Run 1, power grid:
Pins as bars on the die edge. Tap cells in grey.
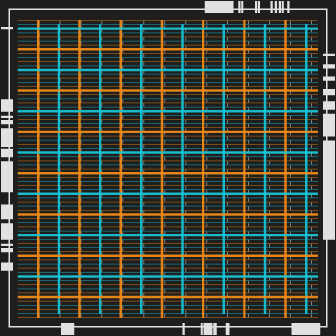
Run 1, cells coloured by class:
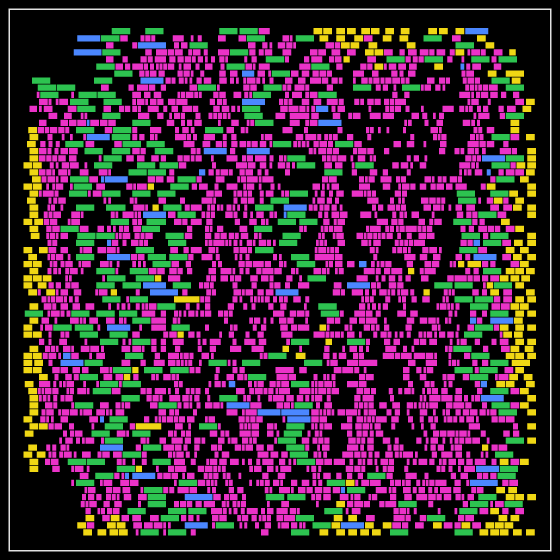
Run 1, clock distribution:
The bar under the picture is 50 µm long.
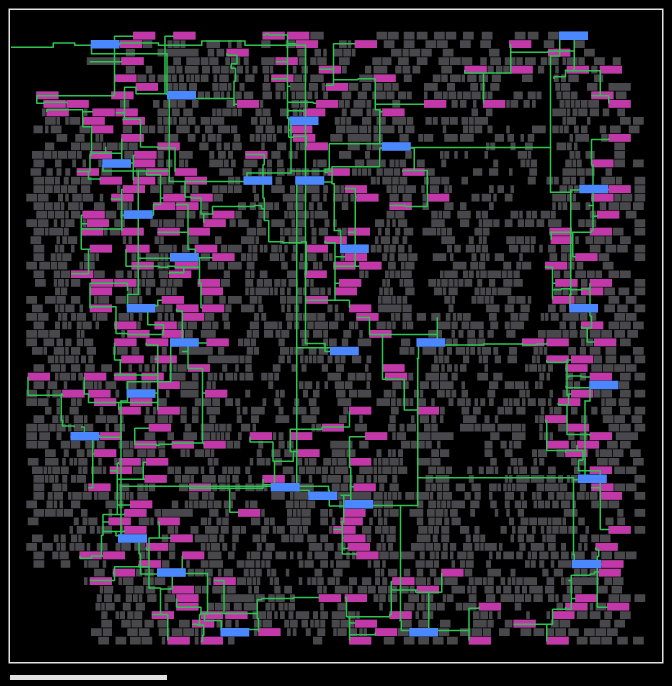
Run 1, wiring by layer:
The bar under the picture is 50 µm long.
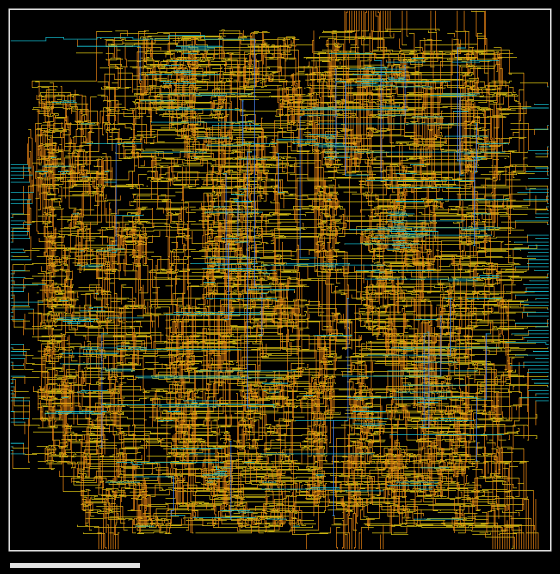
`src/rtl/mul_pkg.sv`:
```
// Shared encodings for the iterative multiplier: operation codes and FSM states.
package mul_pkg;

    localparam logic [1:0] OP_MUL  = 2'b00;
    localparam logic [1:0] OP_MADD = 2'b01;
    localparam logic [1:0] OP_MSUB = 2'b10;

    typedef enum logic [1:0] {
        ST_IDLE = 2'd0,
        ST_CALC = 2'd1,
        ST_FIN  = 2'd2
    } state_e;

endpackage

```
`src/rtl/mul_step.sv`:
```
// One shift-add iteration: retires BPC multiplier bits into the partial product.
module mul_step #(
    parameter int WIDTH = 32,
    parameter int BPC   = 1
) (
    input  logic [2*WIDTH-1:0] i_prod,
    input  logic [2*WIDTH-1:0] i_mcand,
    input  logic [WIDTH-1:0]   i_mplier,
    output logic [2*WIDTH-1:0] o_prod,
    output logic [2*WIDTH-1:0] o_mcand,
    output logic [WIDTH-1:0]   o_mplier
);

    logic [2*WIDTH-1:0] w_digit;
    logic [2*WIDTH-1:0] w_term;

    // The multiplicand is kept pre-shifted, so the digit weight is already applied.
    assign w_digit  = {{(2*WIDTH-BPC){1'b0}}, i_mplier[BPC-1:0]};
    assign w_term   = i_mcand * w_digit;
    assign o_prod   = i_prod + w_term;
    assign o_mcand  = i_mcand << BPC;
    assign o_mplier = i_mplier >> BPC;

endmodule

```
`src/rtl/mul_iter.sv`:
```
// Iterative signed/unsigned multiplier with multiply-add/subtract accumulator.
module mul_iter
    import mul_pkg::*;
#(
    parameter int WIDTH = 32,
    parameter int BPC   = 1
) (
    input  logic               clk,
    input  logic               rst,
    input  logic               start,
    input  logic               sign,
    input  logic [1:0]         op,
    input  logic [WIDTH-1:0]   data_a,
    input  logic [WIDTH-1:0]   data_b,
    input  logic               acc_load,
    input  logic [2*WIDTH-1:0] acc_in,
    output logic               busy,
    output logic               done,
    output logic [2*WIDTH-1:0] data_c
);

    localparam int N  = WIDTH / BPC;
    localparam int CW = $clog2(N + 1);

    state_e             r_state;
    state_e             w_next;
    logic [CW-1:0]      r_cnt;
    logic [2*WIDTH-1:0] r_prod;
    logic [2*WIDTH-1:0] r_mcand;
    logic [WIDTH-1:0]   r_mplier;
    logic               r_neg;
    logic [1:0]         r_op;
    logic               r_busy;
    logic               r_done;
    logic [2*WIDTH-1:0] r_c;

    logic [WIDTH-1:0]   w_mag_a;
    logic [WIDTH-1:0]   w_mag_b;
    logic [2*WIDTH-1:0] w_step_prod;
    logic [2*WIDTH-1:0] w_step_mcand;
    logic [WIDTH-1:0]   w_step_mplier;
    logic               w_sub;
    logic [2*WIDTH-1:0] w_base;
    logic [2*WIDTH-1:0] w_fin;

    // Magnitudes are unsigned WIDTH-bit, so the most-negative operand stays exact.
    assign w_mag_a = (sign && data_a[WIDTH-1]) ? -data_a : data_a;
    assign w_mag_b = (sign && data_b[WIDTH-1]) ? -data_b : data_b;

    mul_step #(
        .WIDTH (WIDTH),
        .BPC   (BPC)
    ) u_step (
        .i_prod   (r_prod),
        .i_mcand  (r_mcand),
        .i_mplier (r_mplier),
        .o_prod   (w_step_prod),
        .o_mcand  (w_step_mcand),
        .o_mplier (w_step_mplier)
    );

    // Result sign and accumulate direction fold into one add/subtract.
    assign w_sub  = r_neg ^ (r_op == OP_MSUB);
    assign w_base = (r_op == OP_MADD || r_op == OP_MSUB) ? r_c : '0;
    assign w_fin  = w_sub ? (w_base - r_prod) : (w_base + r_prod);

    always_comb begin
        w_next = r_state;
        case (r_state)
            ST_IDLE: if (start) w_next = ST_CALC;
            ST_CALC: if (r_cnt == CW'(1)) w_next = ST_FIN;
            ST_FIN:  w_next = ST_IDLE;
            default: w_next = ST_IDLE;
        endcase
    end

    always_ff @(posedge clk) begin
        if (rst) begin
            r_state  <= ST_IDLE;
            r_cnt    <= '0;
            r_prod   <= '0;
            r_mcand  <= '0;
            r_mplier <= '0;
            r_neg    <= 1'b0;
            r_op     <= OP_MUL;
            r_busy   <= 1'b0;
            r_done   <= 1'b0;
            r_c      <= '0;
        end else begin
            r_state <= w_next;
            r_busy  <= (w_next != ST_IDLE);
            r_done  <= (r_state == ST_FIN);
            case (r_state)
                ST_IDLE: begin
                    if (acc_load) r_c <= acc_in;
                    if (start) begin
                        r_op     <= op;
                        r_neg    <= sign & (data_a[WIDTH-1] ^ data_b[WIDTH-1]);
                        r_prod   <= '0;
                        r_mcand  <= {{WIDTH{1'b0}}, w_mag_a};
                        r_mplier <= w_mag_b;
                        r_cnt    <= CW'(N);
                    end
                end
                ST_CALC: begin
                    r_prod   <= w_step_prod;
                    r_mcand  <= w_step_mcand;
                    r_mplier <= w_step_mplier;
                    r_cnt    <= r_cnt - CW'(1);
                end
                ST_FIN:  r_c <= w_fin;
                default: ;
            endcase
        end
    end

    assign busy   = r_busy;
    assign done   = r_done;
    assign data_c = r_c;

endmodule

```
`config.mk`:
```
export PLATFORM = sky130hd
export DESIGN_NAME = mul_iter
export DESIGN_NICKNAME = d
export VERILOG_FILES = /design/src/rtl/mul_pkg.sv /design/src/rtl/mul_step.sv /design/src/rtl/mul_iter.sv
export SDC_FILE = /design/constraint.sdc
export NUM_CORES = 1
export LEC_CHECK = 0
export CAP_MARGIN = 10
export CORE_MARGIN = 5
export CORE_UTILIZATION = 50
export DETAILED_ROUTE_END_ITERATION = 8
export PLACE_DENSITY = 0.7
export SLEW_MARGIN = 40
export SYNTH_ARGS = -nofsm -noshare
export SYNTH_HDL_FRONTEND = slang
export SYNTH_SLANG_ARGS = --single-unit
```
`constraint.sdc`:
```
create_clock -name clk -period 6.7 [get_ports clk]
set_input_delay 2.01 -clock clk [delete_from_list [all_inputs] [get_ports clk]]
set_output_delay 2.01 -clock clk [all_outputs]
set_load 0.03 [all_outputs]
```
==> flow_metrics.py, run 1 <==
# Flow results
metrics = {
    "run_status": {
        "status": "finished, final reports clean",
    },
    "clock_tree": {
        "cts_htree_levels": 1,
        "cts_tree": "built",
    },
    "synth": {
        "avgSynthCellArea_um2": 7.69,
        "syn_area_um2": 19600,
        "top_area_share_pct": 24.2,
        "yosysMostFrequentCell": "nor2_1",
        "edf_count": 0,
        "ys_seq_share_pct": 24.2,
        "yosysTopAreaCell": "dfxtp_1",
        "ys_cells": 2553,
        "fp_nets": 2822,
    },
    "drt": {
        "drc": 0,
        "avgRoutedWirePerCell_um": 19.0,
        "via_count": 19400,
    },
    "placed_design": {
        "pre_cts_ws_ps": 742,
        "gp_congestion": 0.936,
        "dp_hpwl_um": 46200,
    },
    "power": {
        "seq_power_share_pct": 29.7,
        "internal-power_mw": 3.32,
    },
    "cells_and_area": {
        "final_nets": 2910,
        "fillerInstances": 3628,
    },
    "setup_path": {
        "crit_family": "simple AND/OR/NAND/NOR gates",
        "critPathMaxFanout": 8,
    },
    "timing": {
        "rsz0062_at_grt": "no",
        "setup_ws_ps": 567,
        "slew_headroom_pct": 44.8,
    },
    "die": {
        "io_pins": 201,
        "fp_util_pct": 50.7,
    },
    "min_path": {
        "min_path_type": "reg -> reg",
    },
}
About 'power grid':
- VSS: orange
- VDD: cyan
- tap cells: 518
- signal pins: 201
- met4 straps: 14
- met1 rails: 73
Core ar.: 38700 µm²
Die Wd: 208 µm
Max VDD drop: 0.226 mV
Die Y: 208 µm

About 'cells coloured by class':
- flops: green (cells 237)
- other buffers and delay cells: yellow (cells 223)
- combinational and other logic: magenta (cells 2150)
- clock drivers and dummy loads: blue (cells 53)
sequential portion of the cell area: 20.7%
Final Util: 59.3%
Rows: 72
final instance area: 23000 µm²

About 'clock distribution':
- flip-flops: magenta (count 237)
- clock wires: green (length 3540 µm)
- clock drivers: blue (count 29)
- routed clock nets: 30
- flops lie: spread over the die

About 'wiring by layer':
- metal 4: blue (wire length 1030 µm)
- metal 2: orange (wire length 25.7 mm)
- metal 3: cyan (wire length 4200 µm)
- metal 1: yellow (wire length 29.4 mm)

run 1: sequential cells by signal, summed over array words and instances, names as in the netlist:
| signal | flops |
|---|---|
| r_mcand | 64 |
| r_neg | 1 |
| r_state | 2 |
| r_op | 2 |
| r_mplier | 32 |
| r_prod | 64 |
| data_c | 64 |
| busy | 1 |
| done | 1 |
| r_cnt | 6 |
run 1: metrics by stage:
step,utilization [%],instances,cell area (µm²)
CTS,59.2,3181,22900
global route,59.3,3181,23000
finish,59.3,3181,23000
global placement,56.4,3125,21800
floorplan,-,2553,19600
detailed placement,56.6,3128,21900
run 1: layout by cell type, fill, tap and decap left out, drive strengths merged, types with 45 or more instances in the layout:
cell and n:
xor2 90, a21oi 198, nor2 260, nand2 180
ha 132, mux2i 59, a222oi 60, and2 79
o21ai 156, nand4 45, nor3 55, clkdlybuf4s50 199
inv 60, a211oi 57, a21o 72, dfxtp 237
xnor2 143, nor2b 86
run 1: cells by family (layout without fill, tap and decap cells):
group	Yosys count	count (layout)	synth area share (%)
muxes	60	60	3.07
buffers and inverters	225	335	4.46
AOI/OAI and AO/OA	802	802	27.4
DFF	237	237	24.2
adders and majority gates	134	134	8.62
and+or+nand+nor	862	862	21.8
xor gates and xnor gates	233	233	10.4
run 1: power groups by stage:
| stage | logic [mW] | registers [mW] | clock network [mW] |
|---|---|---|---|
| finish | 1.95 | 1.54 | 1.70 |
| global route | 2.14 | 1.55 | 1.79 |
| CTS | 1.93 | 1.54 | 1.74 |
| detailed placement | 1.92 | 1.57 | 0 |
| global placement | 1.91 | 1.57 | 0 |
| floorplan | 1.32 | 1.60 | 0 |
run 1: final timing paths:
| path | slack, ps | endpoint | startpoint | depth (start not counted) |
|---|---|---|---|---|
| max reg2reg | 570 | data_c[63]$_SDFFE_PP0P_ | r_prod[1]$_SDFFE_PP0P_ | 20 |
| min | 460 | r_op[1]$_SDFFE_PP0P_ | r_op[1]$_SDFFE_PP0P_ | 2 |
| min reg2reg | 460 | r_op[1]$_SDFFE_PP0P_ | r_op[1]$_SDFFE_PP0P_ | 2 |
| max | 570 | data_c[63]$_SDFFE_PP0P_ | r_prod[1]$_SDFFE_PP0P_ | 20 |
run 1: metal layers:
layer	track usage, %	part of all wire (%)	routed length [µm]	vias to the layer above
met5	0	0	0	-
met4	5.53	1.7	1030	0
met3	4.08	7.0	4200	68
met2	40.4	43	25700	681
met1	39.5	49	29400	9103
li1	-	-	-	9569
run 1: layout make-up:
| type | instances | area, µm² | share of cell area (%) |
|---|---|---|---|
| Sequential cell | 237 | 4750 | 20.7 |
| Inverter | 59 | 221 | 0.965 |
| Clock inverter | 19 | 265 | 1.16 |
| Tap cell | 518 | 648 | 2.82 |
| Multi-Input combinational cell | 2091 | 14100 | 61.3 |
| Timing Repair Buffer | 223 | 2250 | 9.79 |
| Clock buffer | 34 | 764 | 3.33 |
run 1: timing repair:
action                     in CTS  in global routing
gates resized                   0                  1
setup endpoints to repair       0                  1
hold buffers                    0                  0
Run 1, track usage over the die:
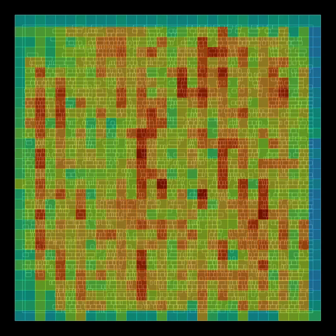

==> run 2: changes to the inputs <==
--- a/config.mk
+++ b/config.mk
@@ -9,6 +9,7 @@
 export CORE_MARGIN = 5
 export CORE_UTILIZATION = 50
 export DETAILED_ROUTE_END_ITERATION = 8
+export MAX_ROUTING_LAYER = met4
 export PLACE_DENSITY = 0.7
 export SLEW_MARGIN = 40
 export SYNTH_ARGS = -nofsm -noshare
Run 2, track usage over the die:
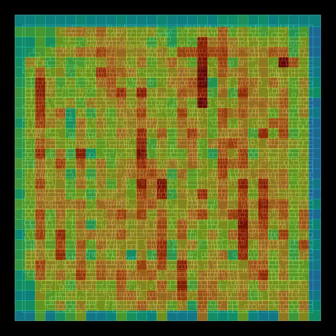
met2 Track Usage GR: 39.9%
GRT Util Overall: 27.2%
met1 Use GR: 40.4%
Final Util: 59.2%

Run 2, cells coloured by class:
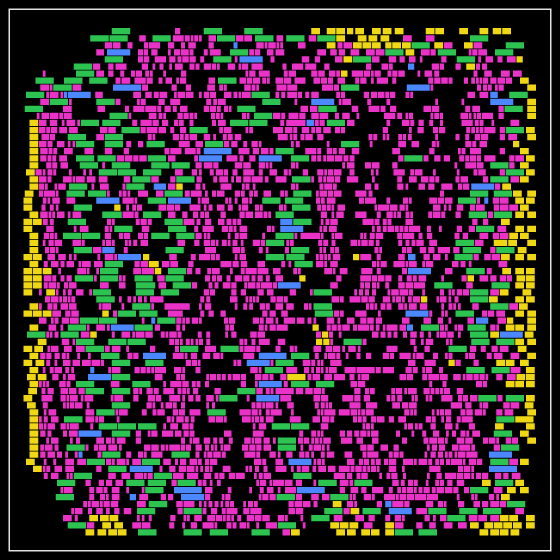
- clock drivers and dummy loads: blue (cells 52)
- other buffers and delay cells: yellow (cells 224)
- flops: green (cells 237)
- combinational and other logic: magenta (cells 2150)

==> flow_metrics.py, run 2 <==
# Flow results
metrics = {
    "die": {
        "io_pins": 201,
        "die_width_um": 208,
        "fp-row-count": 72,
        "die.size.y_um": 208,
        "fp_util_pct": 50.7,
        "core_region_area_um2": 38700,
    },
    "timing": {
        "slew_headroom_pct": 45.7,
    },
    "placed_design": {
        "placed_area_um2": 21900,
        "gp_congestion": 0.962,
        "dp_hpwl_um": 46600,
    },
    "cells_and_area": {
        "final_cell_mix": "259 x nor2_1, 235 x dfxtp_1, 199 x clkdlybuf4s50_1, 198 x a21oi_1, 180 x nand2_1",
        "final-seq-area_um2": 4750,
        "final_nets": 2910,
        "layout_top_cell": "nor2_1",
        "design_area_um2": 22900,
        "logic_area_um2": 14100,
        "fillerInstances": 3632,
    },
    "power": {
        "peakVddDrop_mv": 0.220,
    },
    "run_status": {
        "status": "finished, final reports clean",
    },
    "synth": {
        "edf_count": 0,
        "avgSynthCellArea_um2": 7.69,
        "yosysMostFrequentCell": "nor2_1",
        "fp_nets": 2822,
        "ys_sh_simple_pct": 21.8,
        "yosysTopAreaCell": "dfxtp_1",
        "mux_share_pct": 3.07,
        "syn_area_um2": 19600,
        "top_area_share_pct": 24.2,
        "synth.logic.top_family": "AND-OR/OR-AND gates",
        "synthAoiAreaFrac_pct": 27.4,
    },
    "drt": {
        "drc": 0,
        "via_count": 19400,
        "avgRoutedWirePerCell_um": 19.1,
    },
    "clock_tree": {
        "cts_htree_levels": 1,
        "cts_resized": 0,
        "cts_tree": "built",
    },
}
Run 2, clock distribution:
The bar under the picture is 50 µm long.
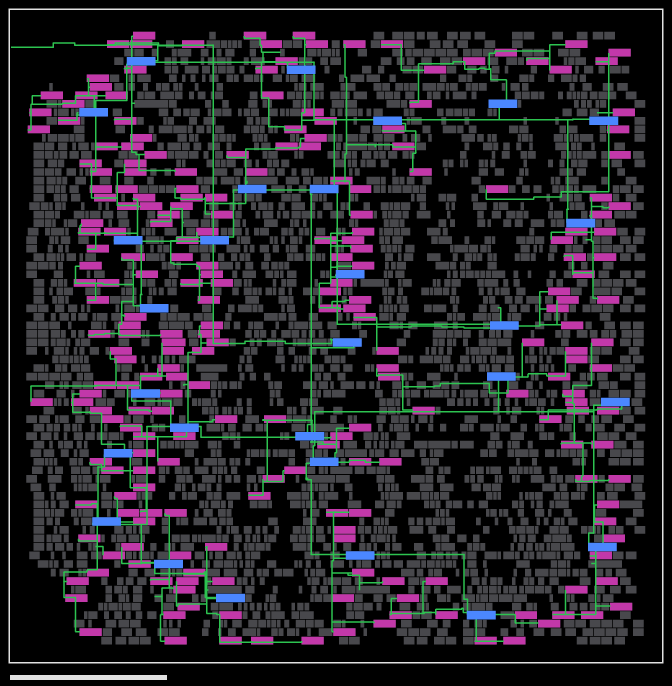
- clock wires: green (length 3650 µm)
- clock drivers: blue (count 28)
- flip-flops: magenta (count 237)
- flops lie: spread over the die
- routed clock nets: 29

==> run 2: cell counts after synthesis <==
No cell type changed its count.
==> run 2: cell type report <==
class                           instances  share of cell area (%)
Clock inverter                         18                    1.14
Inverter                               59                   0.965
Multi-Input combinational cell       2091                    61.3
Tap cell                              518                    2.82
Sequential cell                       237                    20.7
Clock buffer                           34                    3.42
Timing Repair Buffer                  224                    9.66
==> run 2: worst paths after layout <==
| path | start | slack [ps] | cells after the start | to |
|---|---|---|---|---|
| max | r_prod[1]$_SDFFE_PP0P_ | 820 | 20 | data_c[63]$_SDFFE_PP0P_ |
| min | r_op[1]$_SDFFE_PP0P_ | 460 | 2 | r_op[1]$_SDFFE_PP0P_ |
| max reg2reg | r_prod[1]$_SDFFE_PP0P_ | 820 | 20 | data_c[63]$_SDFFE_PP0P_ |
| min reg2reg | r_op[1]$_SDFFE_PP0P_ | 460 | 2 | r_op[1]$_SDFFE_PP0P_ |
==> run 2: logic make-up (layout without fill, tap and decap cells) <==
| logic type | count (synthesis) | after routing |
|---|---|---|
| and+or+nand+nor | 862 | 862 |
| xor gates and xnor gates | 233 | 233 |
| DFF | 237 | 237 |
| adders and majority gates | 134 | 134 |
| buffers and inverters | 225 | 335 |
| AOI/OAI and AO/OA | 802 | 802 |
| muxes | 60 | 60 |
==> run 2: where the power goes <==
group	internal, mW	switching (mW)	leakage, nW
Clock	1.07	0.671	0.505
Combinational	0.788	1.17	6.94
Sequential	1.48	0.0638	1.93
Total	3.33	1.90	9.38
==> run 2: stage by stage <==
step	instances	setup slack, ps	util (%)	hold slack (ps)	power [mW]
CTS	3180	642	59.1	463	5.23
global placement	3127	891	56.4	445	3.48
global route	3181	49.2	59.2	503	5.50
detailed placement	3128	673	56.4	454	3.49
finish	3181	815	59.2	461	5.24
floorplan	2553	1850	-	436	2.93
==> run 2: routing by layer <==
layer  GRT usage (%)  wire length (µm)
met5               -                 0
met4            5.50              1140
met3            3.55              4330
met2            39.9             25700
met1            40.4             29700
==> run 2: worst max-delay path: stages (launching register included) <==
cell and delay [ps]:
dfxtp_1 380, inv_1 100, ha_1 180, nor4b_1 400
and3_1 300, and3_1 250, nand2_1 100, nor4_2 460
a21oi_1 160, xnor2_1 160, ha_1 410, and3_1 250
and2_1 160, nand2_1 80, or2_2 300, a2111oi_0 580
o21ai_0 320, a2111oi_0 690, a31oi_1 200, xnor2_1 170
o22ai_1 90
Power and IR drop assume default switching activity.
